### config.mk
export PLATFORM = sky130hd
export DESIGN_NAME = decode_stage
export DESIGN_NICKNAME = d
export VERILOG_FILES = /design/src/rtl/decode_pkg.sv /design/src/rtl/decode_comb.sv /design/src/rtl/decode_stage.sv
export SDC_FILE = /design/constraint.sdc
export NUM_CORES = 1
export LEC_CHECK = 0
export CORE_MARGIN = 2
export CORE_UTILIZATION = 40
export DETAILED_ROUTE_END_ITERATION = 6
export GPL_ROUTABILITY_DRIVEN = 1
export HOLD_SLACK_MARGIN = 0.12
export PLACE_DENSITY_LB_ADDON = 0.05
export SYNTH_ARGS = -nofsm -noshare
export SYNTH_HDL_FRONTEND = slang
export SYNTH_HIERARCHICAL = 1
export SYNTH_SLANG_ARGS = --single-unit
export TNS_END_PERCENT = 20
### constraint.sdc
create_clock -name clk -period 2.9 [get_ports clk]
set_input_delay 0.58 -clock clk [delete_from_list [all_inputs] [get_ports clk]]
set_output_delay 0.58 -clock clk [all_outputs]
set_load 0.005 [all_outputs]
### src/rtl/decode_pkg.sv
// Shared decode types: ALU op codes, opcode/funct7 constants, the decoded control
// bundle and immediate builders. Used by decode_comb and decode_stage.
package decode_pkg;

    localparam int PC_W      = 64;
    localparam int MAX_DEPTH = 4;

    localparam logic [6:0] OPC_LOAD   = 7'b0000011;
    localparam logic [6:0] OPC_STORE  = 7'b0100011;
    localparam logic [6:0] OPC_OP     = 7'b0110011;
    localparam logic [6:0] OPC_OPIMM  = 7'b0010011;
    localparam logic [6:0] OPC_BRANCH = 7'b1100011;

    localparam logic [6:0] F7_BASE   = 7'b0000000;
    localparam logic [6:0] F7_ALT    = 7'b0100000;
    localparam logic [6:0] F7_MULDIV = 7'b0000001;

    typedef enum logic [3:0] {
        ALU_ADD  = 4'd0,
        ALU_SUB  = 4'd1,
        ALU_AND  = 4'd2,
        ALU_OR   = 4'd3,
        ALU_XOR  = 4'd4,
        ALU_SLT  = 4'd5,
        ALU_SLL  = 4'd6,
        ALU_SRL  = 4'd7,
        ALU_SRA  = 4'd8,
        ALU_MUL  = 4'd9,
        ALU_MULH = 4'd10,
        ALU_DIV  = 4'd11,
        ALU_REM  = 4'd12
    } aluop_t;

    // imm keeps the 32-bit form; every immediate is sign-extended from bit 31,
    // so consumers widen it to their own XLEN. pc is sized for the widest core.
    typedef struct packed {
        logic            mem_write;
        logic            reg_write;
        logic            alu_src;
        logic            mem_to_reg;
        logic            branch;
        aluop_t          alu_op;
        logic [4:0]      rd;
        logic [4:0]      rs1;
        logic [4:0]      rs2;
        logic [31:0]     imm;
        logic [PC_W-1:0] pc;
        logic            illegal;
    } ctrl_t;

    function automatic logic [31:0] imm_i(input logic [31:0] ins);
        return {{20{ins[31]}}, ins[31:20]};
    endfunction

    function automatic logic [31:0] imm_s(input logic [31:0] ins);
        return {{20{ins[31]}}, ins[31:25], ins[11:7]};
    endfunction

    function automatic logic [31:0] imm_b(input logic [31:0] ins);
        return {{19{ins[31]}}, ins[31], ins[7], ins[30:25], ins[11:8], 1'b0};
    endfunction

endpackage

### src/rtl/decode_comb.sv
// Pure combinational instruction decoder (instr -> ctrl_t), shared with the single-cycle core.
// Define DECODE_MULDIV_EN to accept the MUL/MULH/DIV/REM encodings; otherwise they are illegal.
module decode_comb
    import decode_pkg::*;
#(
    parameter int XLEN = 32
) (
    input  logic [31:0]     instr_i,
    input  logic [XLEN-1:0] pc_i,
    output ctrl_t           ctrl_o
);

    logic [6:0] opcode;
    logic [6:0] funct7;
    logic [2:0] funct3;
    logic       legal;

    assign opcode = instr_i[6:0];
    assign funct3 = instr_i[14:12];
    assign funct7 = instr_i[31:25];

    always_comb begin
        ctrl_o        = '0;
        legal         = 1'b0;
        ctrl_o.rd     = instr_i[11:7];
        ctrl_o.rs1    = instr_i[19:15];
        ctrl_o.rs2    = instr_i[24:20];
        ctrl_o.pc     = PC_W'(pc_i);
        ctrl_o.alu_op = ALU_ADD;
        case (opcode)
            OPC_LOAD: begin
                legal             = (funct3 == 3'b010);
                ctrl_o.reg_write  = 1'b1;
                ctrl_o.mem_to_reg = 1'b1;
                ctrl_o.imm        = imm_i(instr_i);
            end
            OPC_STORE: begin
                legal            = (funct3 == 3'b010);
                ctrl_o.mem_write = 1'b1;
                ctrl_o.imm       = imm_s(instr_i);
            end
            OPC_OP: begin
                ctrl_o.reg_write = 1'b1;
                ctrl_o.alu_src   = 1'b1;
                if (funct7 == F7_BASE) begin
                    legal = 1'b1;
                    case (funct3)
                        3'b000:  ctrl_o.alu_op = ALU_ADD;
                        3'b001:  ctrl_o.alu_op = ALU_SLL;
                        3'b010:  ctrl_o.alu_op = ALU_SLT;
                        3'b100:  ctrl_o.alu_op = ALU_XOR;
                        3'b101:  ctrl_o.alu_op = ALU_SRL;
                        3'b110:  ctrl_o.alu_op = ALU_OR;
                        3'b111:  ctrl_o.alu_op = ALU_AND;
                        default: legal = 1'b0;
                    endcase
                end else if (funct7 == F7_ALT) begin
                    legal = 1'b1;
                    case (funct3)
                        3'b000:  ctrl_o.alu_op = ALU_SUB;
                        3'b101:  ctrl_o.alu_op = ALU_SRA;
                        default: legal = 1'b0;
                    endcase
                end
`ifdef DECODE_MULDIV_EN
                else if (funct7 == F7_MULDIV) begin
                    legal = 1'b1;
                    case (funct3)
                        3'b000:  ctrl_o.alu_op = ALU_MUL;
                        3'b001:  ctrl_o.alu_op = ALU_MULH;
                        3'b100:  ctrl_o.alu_op = ALU_DIV;
                        3'b110:  ctrl_o.alu_op = ALU_REM;
                        default: legal = 1'b0;
                    endcase
                end
`endif
            end
            OPC_OPIMM: begin
                ctrl_o.reg_write = 1'b1;
                ctrl_o.imm       = imm_i(instr_i);
                legal            = 1'b1;
                case (funct3)
                    3'b000: ctrl_o.alu_op = ALU_ADD;
                    3'b010: ctrl_o.alu_op = ALU_SLT;
                    3'b100: ctrl_o.alu_op = ALU_XOR;
                    3'b110: ctrl_o.alu_op = ALU_OR;
                    3'b111: ctrl_o.alu_op = ALU_AND;
                    3'b001: begin
                        ctrl_o.alu_op = ALU_SLL;
                        legal         = (funct7 == F7_BASE);
                    end
                    3'b101: begin
                        ctrl_o.alu_op = funct7[5] ? ALU_SRA : ALU_SRL;
                        legal         = (funct7 == F7_BASE) || (funct7 == F7_ALT);
                    end
                    default: legal = 1'b0;
                endcase
            end
            OPC_BRANCH: begin
                ctrl_o.branch  = 1'b1;
                ctrl_o.alu_src = 1'b1;
                ctrl_o.imm     = imm_b(instr_i);
                case (funct3)
                    3'b000, 3'b001: begin
                        ctrl_o.alu_op = ALU_SUB;
                        legal         = 1'b1;
                    end
                    3'b100, 3'b101: begin
                        ctrl_o.alu_op = ALU_SLT;
                        legal         = 1'b1;
                    end
                    default: legal = 1'b0;
                endcase
            end
            default: legal = 1'b0;
        endcase
        // Unsupported encodings still flow downstream, but with every side effect masked.
        if (!legal) begin
            ctrl_o.mem_write  = 1'b0;
            ctrl_o.reg_write  = 1'b0;
            ctrl_o.mem_to_reg = 1'b0;
            ctrl_o.branch     = 1'b0;
            ctrl_o.alu_src    = 1'b0;
            ctrl_o.alu_op     = ALU_ADD;
            ctrl_o.imm        = '0;
            ctrl_o.illegal    = 1'b1;
        end
    end

endmodule

### src/rtl/decode_stage.sv
// Registered decode stage: decode_comb feeding a small output FIFO with valid/ready on both sides.
// Optional DECODE_MULDIV_EN (see decode_comb) enables the multiply/divide encodings.
module decode_stage
    import decode_pkg::*;
#(
    parameter int XLEN      = 32,
    parameter int BUF_DEPTH = 2
) (
    input  logic            clk,
    input  logic            rst_n,
    input  logic            inValid,
    output logic            inReady,
    input  logic [31:0]     instr,
    input  logic [XLEN-1:0] pcIn,
    input  logic            flush,
    output logic            outValid,
    input  logic            outReady,
    output logic            memWrite,
    output logic            regWrite,
    output logic            aluSrc,
    output logic            memToReg,
    output logic            branch,
    output logic [3:0]      aluOp,
    output logic [4:0]      rd,
    output logic [4:0]      rs1,
    output logic [4:0]      rs2,
    output logic [XLEN-1:0] imm,
    output logic [XLEN-1:0] pcOut,
    output logic            illegal
);

    localparam logic [2:0] DEPTH = 3'(BUF_DEPTH);
    localparam logic [1:0] LAST  = 2'(BUF_DEPTH - 1);

    ctrl_t      dec;
    ctrl_t      mem_q [MAX_DEPTH];
    logic [1:0] wptr_q, wptr_d;
    logic [1:0] rptr_q, rptr_d;
    logic [2:0] count_q, count_d;
    logic       push, pop;

    function automatic logic [1:0] ptr_inc(input logic [1:0] p);
        return (p == LAST) ? 2'd0 : p + 2'd1;
    endfunction

    decode_comb #(.XLEN(XLEN)) u_decode_comb (
        .instr_i (instr),
        .pc_i    (pcIn),
        .ctrl_o  (dec)
    );

    // Ready depends on the registered count only, so outReady never reaches inReady.
    assign inReady  = (count_q < DEPTH);
    assign outValid = (count_q != 3'd0);
    assign push     = inValid && inReady && !flush;
    assign pop      = outValid && outReady && !flush;

    always_comb begin
        count_d = count_q;
        wptr_d  = wptr_q;
        rptr_d  = rptr_q;
        if (flush) begin
            count_d = 3'd0;
            wptr_d  = 2'd0;
            rptr_d  = 2'd0;
        end else begin
            if (push) wptr_d = ptr_inc(wptr_q);
            if (pop)  rptr_d = ptr_inc(rptr_q);
            case ({push, pop})
                2'b10:   count_d = count_q + 3'd1;
                2'b01:   count_d = count_q - 3'd1;
                default: count_d = count_q;
            endcase
        end
    end

    always_ff @(posedge clk or negedge rst_n) begin
        if (!rst_n) begin
            count_q <= 3'd0;
            wptr_q  <= 2'd0;
            rptr_q  <= 2'd0;
            for (int i = 0; i < MAX_DEPTH; i++) mem_q[i] <= '0;
        end else begin
            count_q <= count_d;
            wptr_q  <= wptr_d;
            rptr_q  <= rptr_d;
            if (push) mem_q[wptr_q] <= dec;
        end
    end

    assign memWrite = mem_q[rptr_q].mem_write;
    assign regWrite = mem_q[rptr_q].reg_write;
    assign aluSrc   = mem_q[rptr_q].alu_src;
    assign memToReg = mem_q[rptr_q].mem_to_reg;
    assign branch   = mem_q[rptr_q].branch;
    assign aluOp    = mem_q[rptr_q].alu_op;
    assign rd       = mem_q[rptr_q].rd;
    assign rs1      = mem_q[rptr_q].rs1;
    assign rs2      = mem_q[rptr_q].rs2;
    assign imm      = XLEN'($signed(mem_q[rptr_q].imm));
    assign pcOut    = mem_q[rptr_q].pc[XLEN-1:0];
    assign illegal  = mem_q[rptr_q].illegal;

endmodule

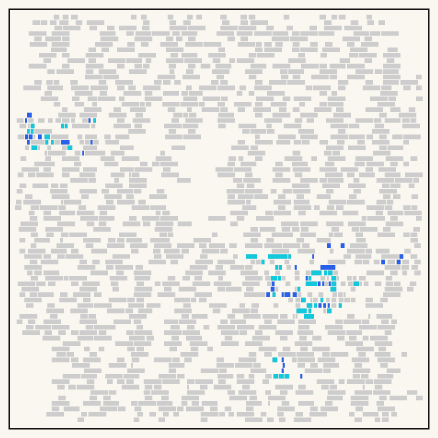
run_1/gate_families.png
(2 px per micron)
legend:
  NOR gates:
    color: blue
    cells: 35
    most_used: nor2_1
  inverting AOI/OAI gates:
    color: cyan
    cells: 43
    most_used: a21oi_1
count of placed standard cells in the final layout, fillers left out: 1780
most used logic cell in the final layout: sky130_fd_sc_hd__dfrtp_1

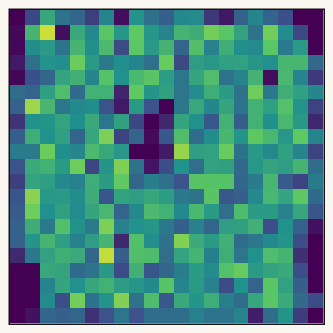
run_1/density.png
(1.5 px per micron) 21 x 21 tiles, from dark purple (low) to yellow (high), 0 to 100% covered.
tiles over 75% full: 5.2%
mean over tiles: 46%
fullest tile: 92%
nearly empty tiles: 5.0%
fp_density: 40.3%
standard cell core area: 0.0417 sq mm
end-of-flow core utilization: 49.4%

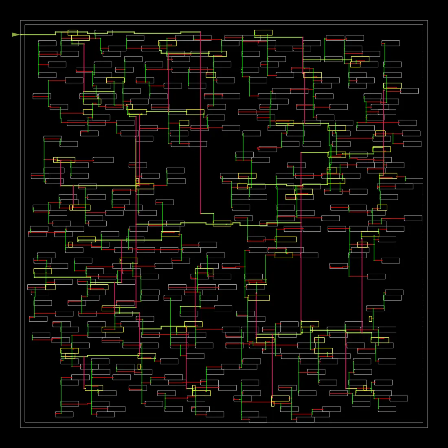
run_1/final_clocks.png
power drawn by the clock network: 5.50 mW
worst skew pair latency: 0.57 ns
skew final: 0.0196 ns
Clock Sinks: 363

==> qor.log, run 1 <==
INFO  outcome        status=complete, no violations
INFO  worst_setup_path rr_startpoint=count_q[1]$_DFFE_PN0P_
INFO  timing         min_period=2.81ns
INFO  cells_and_area proportion_of_cell_area_occupied_by_multi_input_gates=33.6%
INFO  worst_setup_path cp-endpoint=pcOut[17]
INFO  logic_synthesis syn_inst=1072
INFO  global_route   grt_use_total=17.7%
INFO  worst_setup_path worst_setup_path_start_kind=flip-flop
INFO  global_route   grt_most_used_layer=met2
INFO  hold_path      min_delay_worst_endpoint=mem_q[91]$_DFFE_PN0P_
INFO  worst_setup_path worst-endpoint-arrival=2.23ns
INFO  cells_and_area insertedDiodeCount=0
INFO  cells_and_area drive_above_1_share=48.6%
INFO  cells_and_area ff_count=363
INFO  global_route   groute.layer.met1.usage=26.3%
INFO  logic_synthesis postSynthAreaPerCell=15.7squm
INFO  cells_and_area final_area=0.0206sqmm
INFO  placement      gp_congestion=0.758
INFO  clock_network  clockBufferDepth=3
INFO  worst_setup_path ff_to_ff_end=mem_q[347]$_DFFE_PN0P_
INFO  detailed_routing number_of_iterations_in_the_first_detailed_routing_pass=4
INFO  cells_and_area fillCellCount=3671
INFO  power          cellLeakagePower=9.69nW
INFO  cells_and_area clock_cell_area_share=7.09%
INFO  clock_network  gates_resized_cts_repair=91
INFO  cells_and_area largest_cell_class_by_area=flip-flops and latches
INFO  power          internal_power=11.1mW
INFO  cells_and_area syn2layout_area_growth=22.6%
INFO  power          pg_comb=3.11mW
INFO  detailed_routing initialDrtViolationCount=414
INFO  detailed_routing wl_per_cell=21.0microns
INFO  cells_and_area logic_area=0.00692sqmm
INFO  cells_and_area largest_reg_flops=356
INFO  worst_setup_path worst_reg_to_reg_setup_slack=0.68ns
INFO  worst_setup_path cpPeakStageDelay=0.53ns
INFO  detailed_routing postRouteWirelength=37400microns
INFO  cells_and_area regMostFlops=mem_q
INFO  power          power-top-group=registers
INFO  global_route   grt.overflow.total=0
INFO  die            die-width=209microns
INFO  global_route   grt_use_met2=27.0%
INFO  worst_setup_path cp.depth=4
INFO  clock_network  worst_setup_hold_path_clk_slew=0.05ns
INFO  die            taps=539
INFO  cells_and_area seqAreaFraction=44.2%
INFO  cells_and_area layout.buffer.nonclock.area_share=11.8%
INFO  timing         timing.setup.tns=0ns
INFO  placement      placed_cells=1697
INFO  cells_and_area seqCellArea=0.00909sqmm
INFO  worst_setup_path critical_path_buf_inv_count=3
INFO  placement      place_worst_setup_slack=-0.156ns
INFO  detailed_routing met1Wirelength=18100microns
INFO  power          ir_drop=0.000368V
INFO  cells_and_area final_layout_top_logic_cells=sky130_fd_sc_hd__dfrtp_1 (361), sky130_fd_sc_hd__mux2_2 (347), sky130_fd_sc_hd__mux4_2 (89)
INFO  cells_and_area multiInputCombCellCount=565
INFO  cells_and_area final_net_count=1283
INFO  global_route   grt_pass1_vias=10300
INFO  power          p_total=14.7mW
INFO  detailed_routing wl_met3=1390microns
INFO  hold_path      hold-path-cell-count=1
INFO  die            row_count=75
INFO  cells_and_area nonClockInverterCount=6
INFO  timing         timing.final.max_slew_violations=0
INFO  timing         final_report_setup_violation_count=0
INFO  timing         rsz_0062_raised_after_global_routing=false
INFO  cells_and_area num-nonclk-buffers=234
INFO  worst_setup_path critPathRequiredTime=2.32ns
INFO  power          pwr-share-clk=37.3%
INFO  detailed_routing ant_nets=0
INFO  worst_setup_path timing.critical_path.max_delay_family=buffers and inverters
INFO  worst_setup_path ws_path_type=flip-flop to primary output
INFO  die            dieHeight=209microns
INFO  worst_setup_path critPathMaxFanout=9
INFO  run            cap_viol_max_count=0
INFO  die            io_pins=160
INFO  detailed_routing maxUsedRoutingLayer=met4
INFO  power          seqPwrFrac=41.5%
INFO  global_route   pin_count_of_the_biggest_net_entering_global_routing=66
INFO  timing         achievable-frequency=356MHz
INFO  worst_setup_path end_kind=primary output
INFO  timing         worst_max_slew_pin_slew=0.547ns
INFO  timing         timing_hold_violations_final=0
INFO  clock_network  clockRootBuffer=sky130_fd_sc_hd__clkbuf_16
INFO  logic_synthesis cell_area_after_synthesis=0.0168sqmm
INFO  run            warning_count=27
INFO  power          seq_power=6.12mW
INFO  clock_network  clock_tree_from_tritoncts=yes
INFO  clock_network  cts.repair_timing.setup_buffer_count=5
INFO  logic_synthesis ys_warn_count=6
INFO  placement      area_of_placed_instances=0.0191sqmm
run_1/registers.png
(2 px per micron) Other sequential cells in the stronger gray, the rest of the logic in the fainter gray.
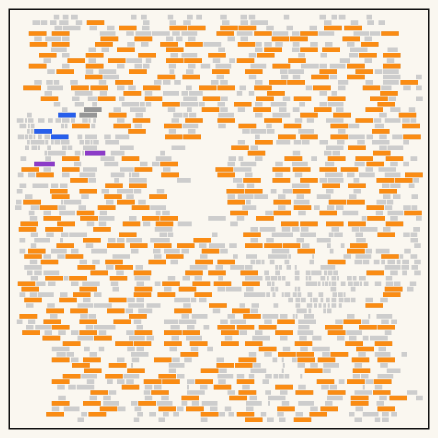

==> inputs of run 2 (changes only) <==
--- a/config.mk
+++ b/config.mk
@@ -13,6 +13,5 @@
 export PLACE_DENSITY_LB_ADDON = 0.05
 export SYNTH_ARGS = -nofsm -noshare
 export SYNTH_HDL_FRONTEND = slang
-export SYNTH_HIERARCHICAL = 1
 export SYNTH_SLANG_ARGS = --single-unit
 export TNS_END_PERCENT = 20
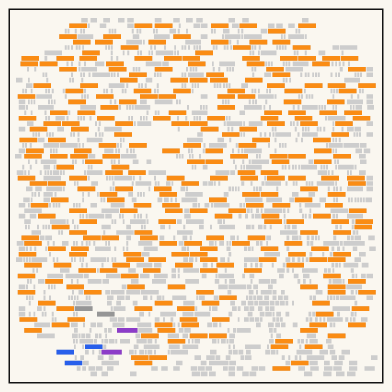
run_2/registers.png
(2 px per micron) Other sequential cells in the stronger gray, the rest of the logic in the fainter gray.
legend:
  rptr_q:
    color: purple
    sequential_cells: 2
  count_q:
    color: blue
    sequential_cells: 3
  mem_q:
    color: orange
    sequential_cells: 280
    where: spread over the die
sequential fraction of total cell area: 42.3%
sequential cell area in the final layout: 0.00719 sq mm
power drawn by the sequential cells: 5.14 mW

==> run 2 against run 1 <==
Net effect: critical path depth is the same; sequential cell count is 76 lower; non-clock buffer count increased by 10; global-route usage rose by 5.1 points; critical endpoint is now rd[0]; largest power group unchanged.
==> qor.log, run 2 <==
INFO  outcome        status=complete, no violations
INFO  cells_and_area multiInputCombCellCount=956
INFO  clock_network  clock_tree_from_tritoncts=yes
INFO  worst_setup_path cp.depth=4
INFO  logic_synthesis yosys-top-cells-count=sky130_fd_sc_hd__nand2_1 (662), sky130_fd_sc_hd__dfrtp_1 (287), sky130_fd_sc_hd__clkbuf_1 (70), sky130_fd_sc_hd__mux4_2 (70), sky130_fd_sc_hd__o21ai_0 (42)
INFO  cells_and_area clock_cell_area_share=6.57%
INFO  clock_network  clockRootBuffer=sky130_fd_sc_hd__clkbuf_16
INFO  global_route   grt_most_used_layer=met2
INFO  logic_synthesis ys_warn_count=0
INFO  global_route   grt_pass1_vias=10900
INFO  detailed_routing initialDrtViolationCount=668
INFO  detailed_routing maxUsedRoutingLayer=met4
INFO  power          seqPwrFrac=39.0%
INFO  logic_synthesis postSynthAreaPerCell=9.73squm
INFO  worst_setup_path ff_to_ff_end=count_q[1]$_DFFE_PN0P_
INFO  global_route   grt_use_total=22.9%
INFO  global_route   grt_use_met2=39.3%
INFO  worst_setup_path rr_startpoint=count_q[1]$_DFFE_PN0P_
INFO  clock_network  cts.sink_count=287
INFO  timing         timing.setup.tns=0ns
INFO  placement      placed_cells=1926
INFO  clock_network  clockBufferDepth=3
INFO  clock_network  gates_resized_cts_repair=11
INFO  timing         achievable-frequency=345MHz
INFO  detailed_routing postRouteWirelength=38300microns
INFO  hold_path      worstHoldStart=mem_q[102]$_DFFE_PN0P_
INFO  placement      area_of_placed_instances=0.0158sqmm
INFO  die            die-width=186microns
INFO  cells_and_area syn2layout_area_growth=28.3%
INFO  run            cap_viol_max_count=0
INFO  worst_setup_path timing.critical_path.max_delay_family=buffers and inverters
INFO  worst_setup_path critical_path_buf_inv_count=3
INFO  cells_and_area fillCellCount=3020
INFO  cells_and_area drive_above_1_share=15.2%
INFO  worst_setup_path critPathRequiredTime=2.32ns
INFO  die            io_pins=160
INFO  worst_setup_path worst_setup_path_start_kind=flip-flop
INFO  die            fp_util=40.6%
INFO  worst_setup_path cpPeakStageDelay=0.57ns
INFO  global_route   groute.layer.met1.usage=30.2%
INFO  cells_and_area nonClockInverterCount=5
INFO  cells_and_area layout.buffer.nonclock.area_share=14.9%
INFO  power          ir_drop=0.000524V
INFO  placement      place_worst_setup_slack=-0.555ns
INFO  cells_and_area largest_cell_class_by_area=flip-flops and latches
INFO  timing         final_report_setup_violation_count=0
INFO  logic_synthesis syn_inst=1362
INFO  cells_and_area final_layout_top_logic_cells=sky130_fd_sc_hd__nand2_1 (662), sky130_fd_sc_hd__dfrtp_1 (285), sky130_fd_sc_hd__clkdlybuf4s50_1 (133)
INFO  worst_setup_path ws_path_type=flip-flop to primary output
INFO  cells_and_area final_area=0.0170sqmm
INFO  worst_setup_path worst_reg_to_reg_setup_slack=0.74ns
INFO  cells_and_area ff_count=287
INFO  global_route   grt.overflow.total=0
INFO  cells_and_area finalCoreUtilization=52.1%
INFO  detailed_routing met1Wirelength=16900microns
INFO  power          pg_comb=3.77mW
INFO  hold_path      hold-path-cell-count=2
INFO  cells_and_area insertedDiodeCount=1
INFO  timing         timing.final.max_slew_violations=0
INFO  power          power-top-group=registers
INFO  global_route   pin_count_of_the_biggest_net_entering_global_routing=79
INFO  die            taps=442
INFO  clock_network  worst_setup_hold_path_clk_slew=0.06ns
INFO  cells_and_area num-nonclk-buffers=244
INFO  timing         min_period=2.90ns
INFO  cells_and_area final_net_count=1598
INFO  clock_network  cts.repair_timing.setup_buffer_count=6
INFO  placement      gp_congestion=0.870
INFO  detailed_routing wl_per_cell=19.2microns
INFO  run            warning_count=28
INFO  worst_setup_path end_kind=primary output
INFO  clock_network  worst_skew_pair.late_latency=0.51ns
INFO  logic_synthesis cell_area_after_synthesis=0.0133sqmm
INFO  detailed_routing wl_met3=1770microns
INFO  timing         timing_hold_violations_final=0
INFO  detailed_routing number_of_iterations_in_the_first_detailed_routing_pass=5
INFO  die            dieHeight=186microns
INFO  worst_setup_path worst-endpoint-arrival=2.32ns
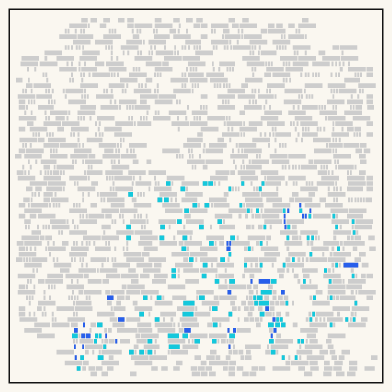
run_2/gate_families.png
(2 px per micron)
proportion of cell area occupied by multi-input gates: 32.9%
count of placed standard cells in the final layout, fillers left out: 1992
most used logic cell in the final layout: sky130_fd_sc_hd__nand2_1

run_2/density.png
(1.5 px per micron) 19 x 19 tiles, from dark purple (low) to yellow (high), 0 to 100% covered.
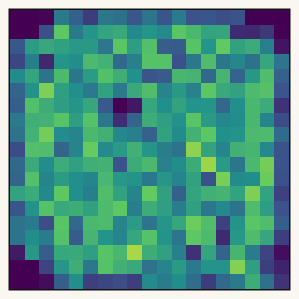

==> inputs of run 3 (changes only) <==
--- a/config.mk
+++ b/config.mk
@@ -6,11 +6,13 @@
 export NUM_CORES = 1
 export LEC_CHECK = 0
 export CORE_MARGIN = 2
-export CORE_UTILIZATION = 40
+export CORE_UTILIZATION = 25
+export CTS_CLUSTER_DIAMETER = 30
 export DETAILED_ROUTE_END_ITERATION = 6
 export GPL_ROUTABILITY_DRIVEN = 1
 export HOLD_SLACK_MARGIN = 0.12
 export PLACE_DENSITY_LB_ADDON = 0.05
+export SKIP_CTS_REPAIR_TIMING = 1
 export SYNTH_ARGS = -nofsm -noshare
 export SYNTH_HDL_FRONTEND = slang
 export SYNTH_SLANG_ARGS = --single-unit
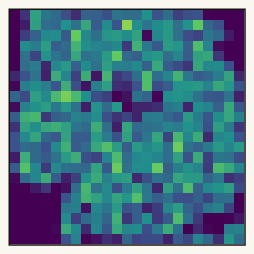
run_3/density.png
(1 px per micron) 23 x 23 tiles, from dark purple (low) to yellow (high), 0 to 100% covered.
nearly empty tiles: 11%
fullest tile: 82%
mean over tiles: 35%
standard cell core area: 0.0524 sq mm
end-of-flow core utilization: 37.8%
fp_density: 25.3%

==> run 3 against run 2 <==
Net effect: the run now ends with negative setup slack left; final cell count increased by 18%; combinational power increased by 1%; first-iteration DRC count decreased by 16%; die area increased by 59%; routed wire length increased by 20%.
==> qor.log, run 3 <==
INFO  clock_network  clockBufferDepth=3
INFO  run            cap_viol_max_count=0
INFO  cells_and_area final_area=0.0198sqmm
INFO  global_route   grt_first_pass_wirelength=70600microns
INFO  cells_and_area final_common_cell=sky130_fd_sc_hd__nand2_1
INFO  power          seq_power=5.16mW
INFO  global_route   pin_count_of_the_biggest_net_entering_global_routing=71
INFO  placement      area_of_placed_instances=0.0162sqmm
INFO  logic_synthesis postSynthAreaPerCell=9.73squm
INFO  placement      place_worst_setup_slack=-0.194ns
INFO  cells_and_area num-nonclk-buffers=257
INFO  cells_and_area multiInputCombCellCount=955
INFO  global_route   grt.overflow.total=0
INFO  die            die-width=234microns
INFO  timing         achievable-frequency=331MHz
INFO  timing         timing.final.max_slew_violations=0
INFO  die            taps=688
INFO  outcome        violations_in_the_final_reports=negative setup slack
INFO  hold_path      hold-path-cell-count=2
INFO  power          internal_power=14.6mW
INFO  power          power-top-group=clock
INFO  worst_setup_path critPathRequiredTime=2.32ns
INFO  logic_synthesis cell_area_after_synthesis=0.0133sqmm
INFO  cells_and_area final_cell_count_no_fill=2359
INFO  logic_synthesis syn_inst=1362
INFO  detailed_routing wl_met3=2210microns
INFO  worst_setup_path ff_to_ff_end=count_q[1]$_DFFE_PN0P_
INFO  detailed_routing number_of_iterations_in_the_first_detailed_routing_pass=4
INFO  worst_setup_path ws_path_type=flip-flop to primary output
INFO  cells_and_area reg.largest.list=mem_q: 280 flops, count_q: 3 flops
INFO  logic_synthesis yosys-top-cells-count=sky130_fd_sc_hd__nand2_1 (662), sky130_fd_sc_hd__dfrtp_1 (287), sky130_fd_sc_hd__clkbuf_1 (70), sky130_fd_sc_hd__mux4_2 (70), sky130_fd_sc_hd__o21ai_0 (42)
INFO  timing         final_critical_path_setup_slack=-0.124ns
INFO  worst_setup_path cp-endpoint=imm[3]
INFO  global_route   grt_use_total=17.3%
INFO  timing         timing.setup.tns=-0.916ns
INFO  global_route   grt_use_met2=28.5%
INFO  global_route   grt_most_used_layer=met2
INFO  worst_setup_path cp.depth=4
INFO  cells_and_area seqCellArea=0.00719sqmm
INFO  cells_and_area nonClockInverterCount=5
INFO  detailed_routing ant_nets=0
INFO  power          ir_drop=0.000472V
INFO  worst_setup_path timing.critical_path.max_delay_family=buffers and inverters
INFO  cells_and_area insertedDiodeCount=0
INFO  power          pwr-share-clk=54.3%
INFO  cells_and_area final_net_count=1667
INFO  cells_and_area fillCellCount=5200
INFO  timing         timing_hold_violations_final=0
INFO  clock_network  clock_tree_from_tritoncts=yes
INFO  cells_and_area layout.buffer.nonclock.area_share=14.3%
INFO  cells_and_area regMostFlops=mem_q
INFO  outcome        status=finished with violations
INFO  cells_and_area logic_area=0.00558sqmm
INFO  detailed_routing initialDrtViolationCount=558
INFO  detailed_routing met1Wirelength=20400microns
INFO  hold_path      worstHoldStart=mem_q[220]$_DFFE_PN0P_
INFO  detailed_routing maxUsedRoutingLayer=met5
INFO  cells_and_area proportion_of_cell_area_occupied_by_multi_input_gates=28.2%
INFO  worst_setup_path critical_path_buf_inv_count=3
INFO  timing         timing.clock.skew=0.0144ns
INFO  cells_and_area drive_above_1_share=21.1%
INFO  timing         rsz_0062_raised_after_global_routing=true
INFO  global_route   grt_pass1_vias=11400
INFO  worst_setup_path worst_reg_to_reg_setup_slack=0.75ns
INFO  worst_setup_path worst_setup_path_start_kind=flip-flop
INFO  cells_and_area largest_reg_flops=280
INFO  timing         final_report_setup_violation_count=15
INFO  power          seqPwrFrac=26.2%
INFO  cells_and_area syn2layout_area_growth=49.5%
INFO  hold_path      min_delay_worst_endpoint=mem_q[220]$_DFFE_PN0P_
INFO  clock_network  clockRootBuffer=sky130_fd_sc_hd__clkbuf_16
INFO  die            row_count=84
INFO  timing         min_period=3.02ns
INFO  power          cellLeakagePower=10.2nW
INFO  power          clock_power=10.7mW
INFO  logic_synthesis ys_warn_count=0
INFO  worst_setup_path cpPeakStageDelay=0.57ns
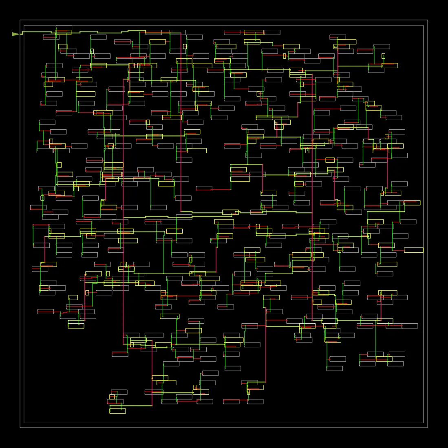
run_3/final_clocks.png
Clock Sinks: 287
final sequential cell count: 287
number of CTS-inserted buffers: 91


==> screenshots <==
I/O nets highlighted.
image #1
(2 px per micron)
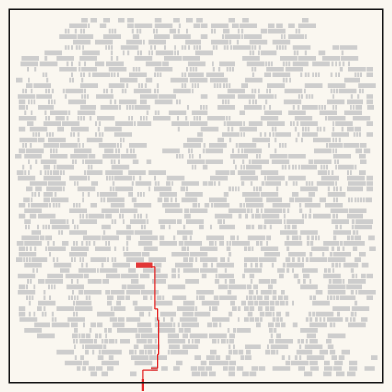
image #2
(1.5 px per micron)
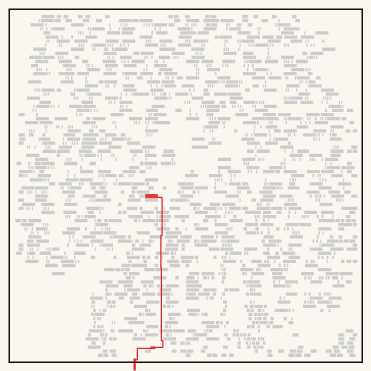
image #3
(2 px per micron)
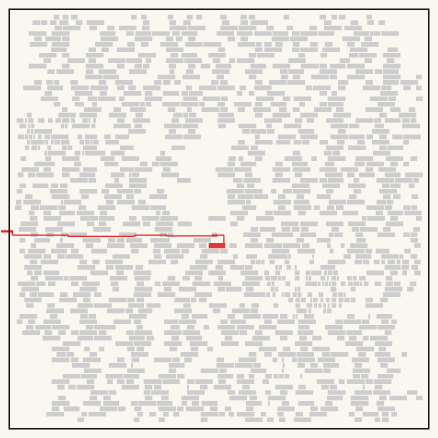
For run 2, see image #1.
For run 3, see image #2.
For run 1, see image #3.
- smallest die: image #1
- largest die: image #2

Key to image #3:
legend:
  illegal:
    color: red
    bits: 1
    direction: output
    end_cells: 1
    buffers: 1
    wire: 117 microns

Power is estimated from default activity; no workload was simulated.
